==> images/placement_by_type.png <==
(3 px per um)
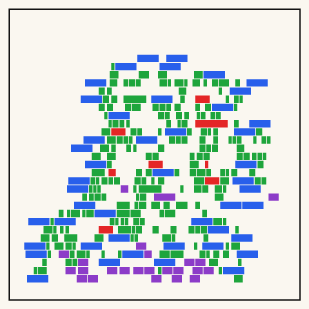
==> images/layer_met3.png <==
(4 px per um)
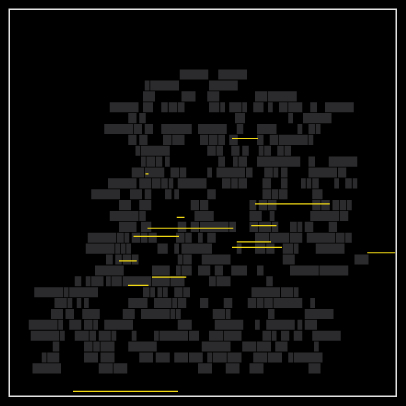
### config.mk
export PLATFORM = sky130hd
export DESIGN_NAME = click_decoder
export DESIGN_NICKNAME = d
export VERILOG_FILES = /design/src/rtl/click_decoder.sv
export SDC_FILE = /design/constraint.sdc
export NUM_CORES = 1
export LEC_CHECK = 0
export CAP_MARGIN = 0
export CORE_MARGIN = 4
export CORE_UTILIZATION = 30
export DETAILED_ROUTE_END_ITERATION = 7
export HOLD_SLACK_MARGIN = 0.1
export MAX_ROUTING_LAYER = met4
export PLACE_DENSITY = 0.56
export SLEW_MARGIN = 25
export SYNTH_ARGS = -nofsm -noshare
export SYNTH_HDL_FRONTEND = slang
export SYNTH_SLANG_ARGS = --single-unit
### constraint.sdc
create_clock -name clk -period 2.7 [get_ports clk]
set_input_delay 0.54 -clock clk [delete_from_list [all_inputs] [get_ports clk]]
set_output_delay 0.54 -clock clk [all_outputs]
set_load 0.02 [all_outputs]
### src/rtl/click_decoder.sv
// rtl/click_decoder.sv - single/double click classifier for debounced press pulses
// A second pulse within WINDOW cycles is a double click; a HOLDOFF lockout follows each double.
module click_decoder #(
  parameter int WINDOW  = 50_000_000,
  parameter int HOLDOFF = 25_000_000,
  parameter int TW      = 26
) (
  input  logic       clk,
  input  logic       reset,
  input  logic       p_in,
  output logic       single,
  output logic       double,
  output logic       busy,
  output logic [7:0] sgl_cnt,
  output logic [7:0] dbl_cnt
);

  typedef enum logic [1:0] {
    S_IDLE = 2'd0,
    S_WAIT = 2'd1,
    S_HOLD = 2'd2
  } state_t;

  localparam logic [TW-1:0] WIN_LAST  = TW'(WINDOW - 1);
  localparam logic [TW-1:0] HOLD_LAST = TW'(HOLDOFF - 1);

  state_t        state_q, state_d;
  logic [TW-1:0] timer_q, timer_d;
  logic          single_q, single_d;
  logic          double_q, double_d;
  logic [7:0]    sgl_cnt_q, sgl_cnt_d;
  logic [7:0]    dbl_cnt_q, dbl_cnt_d;

  always_comb begin
    state_d   = state_q;
    timer_d   = timer_q;
    single_d  = 1'b0;
    double_d  = 1'b0;
    sgl_cnt_d = sgl_cnt_q;
    dbl_cnt_d = dbl_cnt_q;
    case (state_q)
      S_IDLE: begin
        if (p_in) begin
          state_d = S_WAIT;
          timer_d = '0;
        end
      end
      S_WAIT: begin
        // A second pulse wins over the timeout on the final window edge.
        if (p_in) begin
          double_d  = 1'b1;
          dbl_cnt_d = dbl_cnt_q + 8'd1;
          state_d   = S_HOLD;
          timer_d   = '0;
        end else if (timer_q == WIN_LAST) begin
          single_d  = 1'b1;
          sgl_cnt_d = sgl_cnt_q + 8'd1;
          state_d   = S_IDLE;
          timer_d   = '0;
        end else begin
          timer_d = timer_q + TW'(1);
        end
      end
      S_HOLD: begin
        // Pulses here are dropped outright, including one on the exit edge.
        if (timer_q == HOLD_LAST) begin
          state_d = S_IDLE;
          timer_d = '0;
        end else begin
          timer_d = timer_q + TW'(1);
        end
      end
      default: begin
        state_d = S_IDLE;
        timer_d = '0;
      end
    endcase
  end

  always_ff @(posedge clk) begin
    if (reset) begin
      state_q   <= S_IDLE;
      timer_q   <= '0;
      single_q  <= 1'b0;
      double_q  <= 1'b0;
      sgl_cnt_q <= 8'd0;
      dbl_cnt_q <= 8'd0;
    end else begin
      state_q   <= state_d;
      timer_q   <= timer_d;
      single_q  <= single_d;
      double_q  <= double_d;
      sgl_cnt_q <= sgl_cnt_d;
      dbl_cnt_q <= dbl_cnt_d;
    end
  end

  assign single  = single_q;
  assign double  = double_q;
  assign sgl_cnt = sgl_cnt_q;
  assign dbl_cnt = dbl_cnt_q;
  assign busy    = (state_q != S_IDLE);

endmodule
==> changes_impl.md <==
### Changed

* VDD IR-drop max at 203 uV
* Worst slew margin at 68.7%
* Clk_skew at 0.00913 ns
* Post-route insts no fill at 400
* Worst Hold Slack at 0.496 ns
* Unique masters post-synth at 44
* Switching Fraction at 23.7%
* Clk power at 0.521 mW
* R2R Path Start: timer_q[0]$_SDFFE_PP0P_
* Top sig layer: met4
* Pwr dens at 475 nW/um^2
* Cells along the critical path: ha_1 -> and4_1 -> nand4_1 -> o21ai_1 -> a21oi_2 -> buf_12 -> and3_1 -> a221o_1
* H-tree levels at 2
* Flops after synth at 46
* Largest net degree at the start of global routing at 45
* Combinational share of power at 7.5%
* Synth area leader: dfxtp_1
* Critical path arrival at 2.47 ns
* Comb gate area at 1330 sq um
* Chip area at 9290 sq um
* Clock Path Buffers at 2
* First drt pass iteration count at 4
* Post-CTS Resized at 0
* Initial antenna violation count at 0
* Outcome: completed
* Post-Syn Area at 2340 sq um
* Clk_lat worst skew at 0.31 ns
* Crit path max fanout at 44
* Slew Viols, Final at 0
* Ys cells at 282
* CTS tree: yes
* Clock network fraction of total power at 39.9%
* RSZ-0062 raised after global routing: no
* First-pass GRT wire length at 9400 um
* Most frequent cell after synthesis: dfxtp_1
* WHS Endpoint: timer_q[1]$_SDFFE_PP0P_
* Async SR Flop Fraction at 0%
* Num ports at 22
* DP Area at 2640 sq um
* WL met3 at 135 um
* Setup TNS at 0 ns
* GR Util met1 at 18.1%
* Synthesized instance count at 282
* Final Util at 37.1%
* Worst Tran Pin Value at 0.465 ns
Notes on placement_by_type.png above:
class	color	cells	share of their area
sequential cells	blue	46	35%
combinational and other logic	green	223	51%
remaining buffers and delay cells	purple	24	9.3%
clock drivers and dummy loads	red	8	4.2%

Notes on layer_met3.png above:
share of all routed wire	2.6%
main direction	horizontal
nets with wire on the layer	9
met3 Use GR: 2.09%
routed via count: 2,053
final wirelength: 5300 um

-- sequential cells by signal, summed over array words and instances (netlist names) --
name     count
timer_q     26
dbl_cnt      8
sgl_cnt      8
state_q      2
double       1
single       1
-- cell families after synthesis --
| group | share of synthesized area [%] |
|---|---|
| adders and majority gates | 3.20 |
| xor gates and xnor gates | 5.23 |
| muxes | 0.854 |
| and+or+nand+nor | 31.3 |
| DFF | 39.3 |
| AOI/OAI and AO/OA | 16.3 |
| buffers and inverters | 3.84 |
-- cell usage in the layout (no fill, tap or decap), types with 2 or more instances in the layout --
| master | synthesis | final |
|---|---|---|
| nor2_1 | 31 | 31 |
| nand4_1 | 18 | 18 |
| mux2i_1 | 2 | 2 |
| and3_1 | 7 | 7 |
| or2_2 | 2 | 2 |
| xnor2_1 | 4 | 4 |
| clkbuf_8 | 0 | 5 |
| nand2b_1 | 6 | 6 |
| and4_1 | 2 | 2 |
| a22o_1 | 7 | 7 |
| ha_1 | 6 | 6 |
| buf_4 | 1 | 2 |
| xor2_1 | 10 | 10 |
| nor4_1 | 2 | 2 |
| and2_1 | 5 | 5 |
| or3_1 | 3 | 3 |
| nor3_1 | 6 | 6 |
| clkdlybuf4s50_1 | 0 | 21 |
| a21o_1 | 5 | 5 |
| dfxtp_1 | 46 | 46 |
| nand3_1 | 23 | 23 |
| inv_1 | 5 | 5 |
| a31oi_1 | 15 | 15 |
| o21ai_0 | 2 | 2 |
| nand2_1 | 25 | 25 |
| a21oi_1 | 17 | 17 |
| o21ai_1 | 4 | 4 |
-- final cells by class --
class	count	area share [%]
Tap cell	99	4.50
Clock inverter	2	1.36
Timing Repair Buffer	24	8.91
Clock buffer	6	2.64
Inverter	5	0.682
Multi-Input combinational cell	218	48.4
Sequential cell	46	33.5
Power is estimated from default activity; no workload was simulated.
